$ cat config.mk
export PLATFORM = sky130hd
export DESIGN_NAME = multicycle_controller
export DESIGN_NICKNAME = d
export VERILOG_FILES = /design/src/rtl/legv8_ctrl_pkg.sv /design/src/rtl/instr_class_decode.sv /design/src/rtl/multicycle_controller.sv
export SDC_FILE = /design/constraint.sdc
export NUM_CORES = 1
export LEC_CHECK = 0
export CAP_MARGIN = 10
export CORE_ASPECT_RATIO = 1.1
export CORE_UTILIZATION = 60
export CTS_CLUSTER_DIAMETER = 40
export DETAILED_ROUTE_END_ITERATION = 10
export DONT_BUFFER_PORTS = 1
export PLACE_DENSITY = 0.83
export SYNTH_ARGS = -nofsm -noshare
export SYNTH_HDL_FRONTEND = slang
export SYNTH_SLANG_ARGS = --single-unit
export TNS_END_PERCENT = 30
$ cat constraint.sdc
create_clock -name clk -period 2 [get_ports clk]
set_input_delay 0.2 -clock clk [delete_from_list [all_inputs] [get_ports clk]]
set_output_delay 0.2 -clock clk [all_outputs]
set_load 0.03 [all_outputs]
$ cat src/rtl/legv8_ctrl_pkg.sv
// Shared encodings for the LEGv8 multi-cycle controller: opcodes, FSM states,
// instruction classes and ALU operation selects.
package legv8_ctrl_pkg;

  localparam logic [10:0] OP_ADD  = 11'b10001011000;
  localparam logic [10:0] OP_SUB  = 11'b11001011000;
  localparam logic [10:0] OP_AND  = 11'b10001010000;
  localparam logic [10:0] OP_ORR  = 11'b10101010000;
  localparam logic [10:0] OP_LDUR = 11'b11111000010;
  localparam logic [10:0] OP_STUR = 11'b11111000000;
  localparam logic [7:0]  OP_CBZ_HI = 8'b10110100;
  localparam logic [5:0]  OP_B_HI   = 6'b000101;

  localparam logic [1:0] ALUOP_ADD   = 2'b00;
  localparam logic [1:0] ALUOP_PASSB = 2'b01;
  localparam logic [1:0] ALUOP_FUNCT = 2'b10;

  typedef enum logic [2:0] {
    FETCH_IDLE,
    FETCH,
    DECODE,
    EXEC,
    MEM,
    WB,
    BRANCH,
    HALT
  } state_t;

  typedef enum logic [2:0] {
    CLS_R,
    CLS_LD,
    CLS_ST,
    CLS_CBZ,
    CLS_B,
    CLS_ILLEGAL
  } instr_class_t;

endpackage

$ cat src/rtl/instr_class_decode.sv
// Combinational opcode classifier: maps IR[31:21] onto the controller's
// instruction classes; anything unrecognised is ILLEGAL.
module instr_class_decode
  import legv8_ctrl_pkg::*;
(
  input  logic [10:0] opcode,
  output logic [2:0]  cls
);

  instr_class_t c;

  always_comb begin
    c = CLS_ILLEGAL;
    if (opcode == OP_ADD || opcode == OP_SUB || opcode == OP_AND || opcode == OP_ORR)
      c = CLS_R;
    else if (opcode == OP_LDUR)
      c = CLS_LD;
    else if (opcode == OP_STUR)
      c = CLS_ST;
    else if (opcode[10:3] == OP_CBZ_HI)
      c = CLS_CBZ;
    else if (opcode[10:5] == OP_B_HI)
      c = CLS_B;
  end

  assign cls = c;

endmodule

$ cat src/rtl/multicycle_controller.sv
// Multi-cycle LEGv8 sequencer sharing one memory port between fetch and data
// access, with a retire counter and sticky halt on illegal opcode or timeout.
module multicycle_controller
  import legv8_ctrl_pkg::*;
#(
  parameter int unsigned MEM_TIMEOUT = 16,
  parameter int unsigned CNT_W       = 32
) (
  input  logic             clk,
  input  logic             rst_n,
  input  logic             run,
  input  logic [10:0]      opcode,
  input  logic             aluZero,
  input  logic             mem_ack,
  output logic             mem_req,
  output logic             mem_we,
  output logic             iorD,
  output logic             irWrite,
  output logic             pcWrite,
  output logic             pcSrc,
  output logic             reg2loc,
  output logic             aluSrc,
  output logic [1:0]       aluOp,
  output logic             regWrite,
  output logic             mem2reg,
  output logic             halted,
  output logic             error,
  output logic [CNT_W-1:0] instr_count
);

  state_t       state, next_state;
  instr_class_t cls_q, dec_cls;
  logic [2:0]   dec_cls_raw;
  logic [31:0]  wait_cnt;
  logic         err_q;
  logic [CNT_W-1:0] cnt_q;
  logic         waiting, timeout_hit, retire;

  instr_class_decode u_decode (
    .opcode (opcode),
    .cls    (dec_cls_raw)
  );

  assign dec_cls = instr_class_t'(dec_cls_raw);

  // Waiting is derived from state rather than mem_req to keep the output
  // decode free of a combinational loop through the timeout check.
  assign waiting     = (state == FETCH || state == MEM) && !mem_ack;
  assign timeout_hit = (MEM_TIMEOUT != 0) && waiting && (wait_cnt == MEM_TIMEOUT - 32'd1);
  assign retire      = (state == WB) || (state == BRANCH) ||
                       (state == MEM && cls_q == CLS_ST && mem_ack);

  always_ff @(posedge clk or negedge rst_n) begin
    if (!rst_n) begin
      state    <= FETCH_IDLE;
      cls_q    <= CLS_ILLEGAL;
      wait_cnt <= '0;
      err_q    <= 1'b0;
      cnt_q    <= '0;
    end else begin
      state <= next_state;
      if (state == DECODE)
        cls_q <= dec_cls;
      if (next_state != state || !waiting)
        wait_cnt <= '0;
      else
        wait_cnt <= wait_cnt + 32'd1;
      if (state != HALT && next_state == HALT)
        err_q <= timeout_hit;
      if (retire)
        cnt_q <= cnt_q + CNT_W'(1);
    end
  end

  always_comb begin
    next_state = state;
    mem_req    = 1'b0;
    mem_we     = 1'b0;
    iorD       = 1'b0;
    irWrite    = 1'b0;
    pcWrite    = 1'b0;
    pcSrc      = 1'b0;
    reg2loc    = 1'b0;
    aluSrc     = 1'b0;
    aluOp      = ALUOP_ADD;
    regWrite   = 1'b0;
    mem2reg    = 1'b0;
    halted     = 1'b0;
    error      = 1'b0;
    unique case (state)
      FETCH_IDLE: begin
        if (run)
          next_state = FETCH;
      end
      FETCH: begin
        mem_req = 1'b1;
        if (mem_ack) begin
          irWrite    = 1'b1;
          pcWrite    = 1'b1;
          next_state = DECODE;
        end else if (timeout_hit) begin
          next_state = HALT;
        end
      end
      DECODE: begin
        reg2loc = (dec_cls == CLS_ST) || (dec_cls == CLS_CBZ);
        unique case (dec_cls)
          CLS_R, CLS_LD, CLS_ST: next_state = EXEC;
          CLS_CBZ, CLS_B:        next_state = BRANCH;
          default:               next_state = HALT;
        endcase
      end
      EXEC: begin
        reg2loc = (cls_q == CLS_ST);
        if (cls_q == CLS_R) begin
          aluOp      = ALUOP_FUNCT;
          next_state = WB;
        end else begin
          aluSrc     = 1'b1;
          aluOp      = ALUOP_ADD;
          next_state = MEM;
        end
      end
      MEM: begin
        mem_req = 1'b1;
        iorD    = 1'b1;
        mem_we  = (cls_q == CLS_ST);
        reg2loc = (cls_q == CLS_ST);
        if (mem_ack)
          next_state = (cls_q == CLS_LD) ? WB : FETCH_IDLE;
        else if (timeout_hit)
          next_state = HALT;
      end
      WB: begin
        regWrite   = 1'b1;
        mem2reg    = (cls_q == CLS_LD);
        next_state = FETCH_IDLE;
      end
      BRANCH: begin
        aluOp      = ALUOP_PASSB;
        reg2loc    = 1'b1;
        pcSrc      = 1'b1;
        pcWrite    = (cls_q == CLS_B) || (cls_q == CLS_CBZ && aluZero);
        next_state = FETCH_IDLE;
      end
      HALT: begin
        halted = 1'b1;
        error  = err_q;
      end
      default: next_state = FETCH_IDLE;
    endcase
  end

  assign instr_count = cnt_q;

endmodule

layer_met1.png
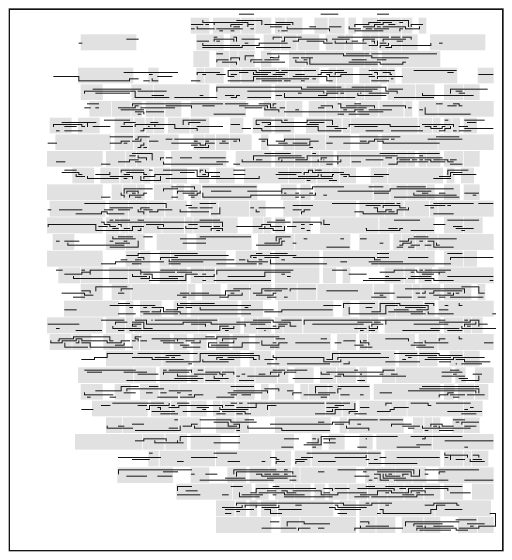
428 nets have wire on it. The layer carries 3810 um of wire. The layer holds 40% of the routed length. The wires run mostly horizontal.
Post-Route WL: 9480 um
met1 usage: 0.326
Vias: 3207

layer_met2.png
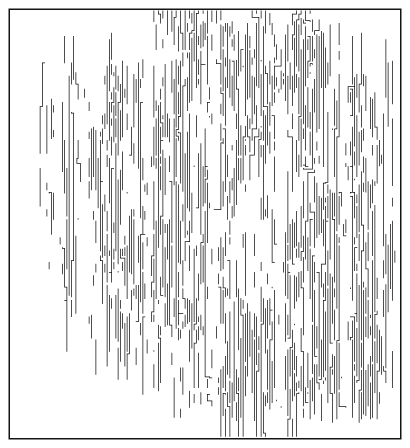
The longest straight run is 45.2 um. The layer holds 53% of the routed length. The layer carries 5070 um of wire.

layer_met4.png
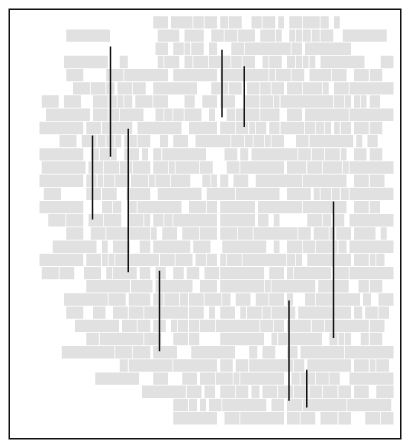
The layer holds 1.8% of the routed length. 8 nets have wire on it. The wires run mostly vertical. The longest straight run is 29.2 um. The layer carries 167 um of wire.

cell_density.png
Scale bar: 20 um. The die is cut into 8 by 9 equal tiles; dark blue is low, red is high, 0 to 100% covered.
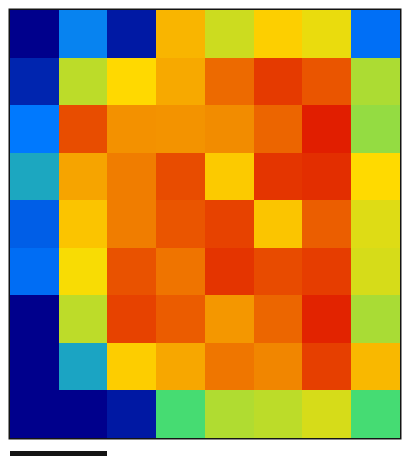
The emptiest ninth of the die: bottom left. 6.9% of the tiles are nearly empty. 58% of the tiles are over 75% full.
FP Core Util: 0.619
Util after Layout: 0.740

congestion.png
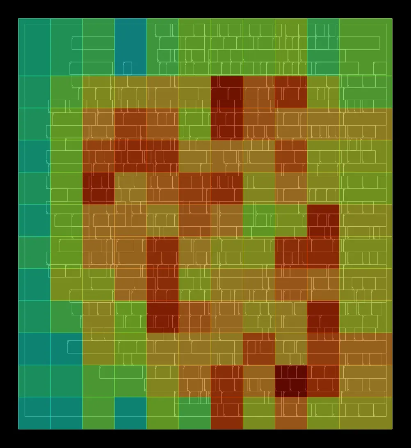
met3 usage: 0.0526
per-cell routed wire length: 18.0 um
M2 GR Usage: 0.466
grt peak-use layer: met2

==> CHANGELOG.md <==
### Metrics

- Pre-antenna DRT Iters: 4
- ANT cells: 0
- Ports: 62
- # clock sinks: approximately 71
- Net Count, Synth: 412
- IO buf count: 0
- Async S/R FF share, synth: 1.00
- Largest net degree at the start of global routing: between 70 and 80
- H-Tree Depth: 3
- # setup viols final: 0
- Most used logic cell in the final layout: dfrtp_1
- Clock network area share: 0.0503
- Area of the multi-input gates: 2180 um2
- Multi-input gates: ~290
- Max-cap check violation count: 0
- Fin. max-slew vios: 0
- Setup CP Type: reg -> reg
- Slowest stage delay, CP: ~0.40 ns
- Fraction of area in multi-input gates: 0.450
- Top FF cell, synth: dfrtp_1
- Critical Path AT: 2.24 ns
- Cell count after synthesis: 394
- Chip Area: 7090 um2
- Total gr overflow: 0
- Flip-flops: approximately 70
- Share of cells above drive strength 1: 0.296
- Nonclk buf count: ~56
- Hold Crit Class: in -> reg
- Placed inst area: 4450 um2
- Total CTS buffers: 9
- All-Layer GR Usage: 0.269
- Post-synth EDFFs: 0
- Status: complete, no violations
- Log Warnings: 27
- # DRC: 0
==> where the power goes <==
part | leakage (nW) | switching (mW) | total [mW] | internal (mW)
logic | 0.992 | 0.0315 | 0.0455 | 0.0139
registers | 0.959 | 0 | 1.43 | 1.43
clock network | 0.120 | 0.566 | 1.40 | 0.832
total | 2.07 | 0.597 | 2.88 | 2.28
==> synthesized netlist by cell type (4+ instances only) <==
library cell,instances,share of area
dfrtp_1,69,0.43
xnor2_1,42,0.091
nand2_1,33,0.031
nor3_2,32,0.079
nand3_1,22,0.027
xor2_1,21,0.045
nor2_1,17,0.016
nor3_1,16,0.020
and4_1,13,0.028
and3_1,12,0.019
buf_2,11,0.014
nand4_1,10,0.015
nor4_1,10,0.015
inv_1,9,0.0083
and2_1,8,0.012
o21ai_0,6,0.0074
nor2b_1,4,0.0062
nor3b_1,4,0.0074
nor4b_1,4,0.0086
==> registers in the layout, indices dropped and copies added, names as in the netlist <==
| register | flops |
|---|---|
| cls_q | 3 |
| err_q | 1 |
| instr_count | 32 |
| state | 3 |
| wait_cnt | 32 |
==> logic make-up after synthesis <==
| logic type | count (synthesis) | synth area share |
|---|---|---|
| AND-OR/OR-AND | 24 | 0.0478 |
| XOR/XNOR | 63 | 0.136 |
| buffers and inverters | 30 | 0.0392 |
| flip-flops | 71 | 0.439 |
| adder cells (fa/ha/maj) | 2 | 0.00617 |
| AND/OR/NAND/NOR | 204 | 0.332 |
==> through the flow <==
step / util / hold WS, ns
2_1_floorplan: - / -0.0956
3_3_place_gp: 0.679 / -0.0943
3_5_place_dp: 0.679 / -0.0943
4_1_cts: 0.727 / 0.139
5_1_grt: 0.740 / 0.134
6_report: 0.740 / 0.145
==> what timing repair did <==
| item | in CTS | in global routing |
|---|---|---|
| buffers inserted | 4 | 1 |
| resized | 3 | 14 |
| hold buffers | 2 | 0 |
| setup endpoints to repair | 3 | 48 |
| cloned | 0 | 1 |
| hold endpoints to repair | 71 | 0 |
| pin swaps | 0 | 3 |
==> critical path, delay by kind of cell (launching register included) <==
kind | cells | cell delay, ns
AOI/OAI and AO/OA | 1 | 0.30
and+or+nand+nor | 4 | 0.81
DFF | 1 | 0.40
xor gates and xnor gates | 1 | 0.16
buffers and inverters | 2 | 0.21
==> per-layer routing <==
metal	up-vias	GRT usage	part of all wire
li1	1490	-	-
met1	1615	0.326	0.40
met4	0	0.114	0.018
met3	21	0.0526	0.046
met5	-	0	0
met2	81	0.466	0.53
==> path summary, 6_finish.rpt <==
check                           slack, ns                     endpoint  depth (start not counted)                  from
max in group asynchronous            1.29       wait_cnt[23]$_DFF_PN0_                          2                 rst_n
worst min register to register       0.53         cls_q[2]$_DFFE_PN1P_                          2  cls_q[2]$_DFFE_PN1P_
min in group asynchronous            0.37  instr_count[23]$_DFFE_PN0P_                          2                 rst_n
worst max register to register       0.03  instr_count[24]$_DFFE_PN0P_                          8    state[0]$_DFF_PN0_
worst max-delay path                 0.03  instr_count[24]$_DFFE_PN0P_                          8    state[0]$_DFF_PN0_
worst min-delay path                 0.15   instr_count[1]$_DFFE_PN0P_                          3               mem_ack
Power is estimated from default activity; no workload was simulated.
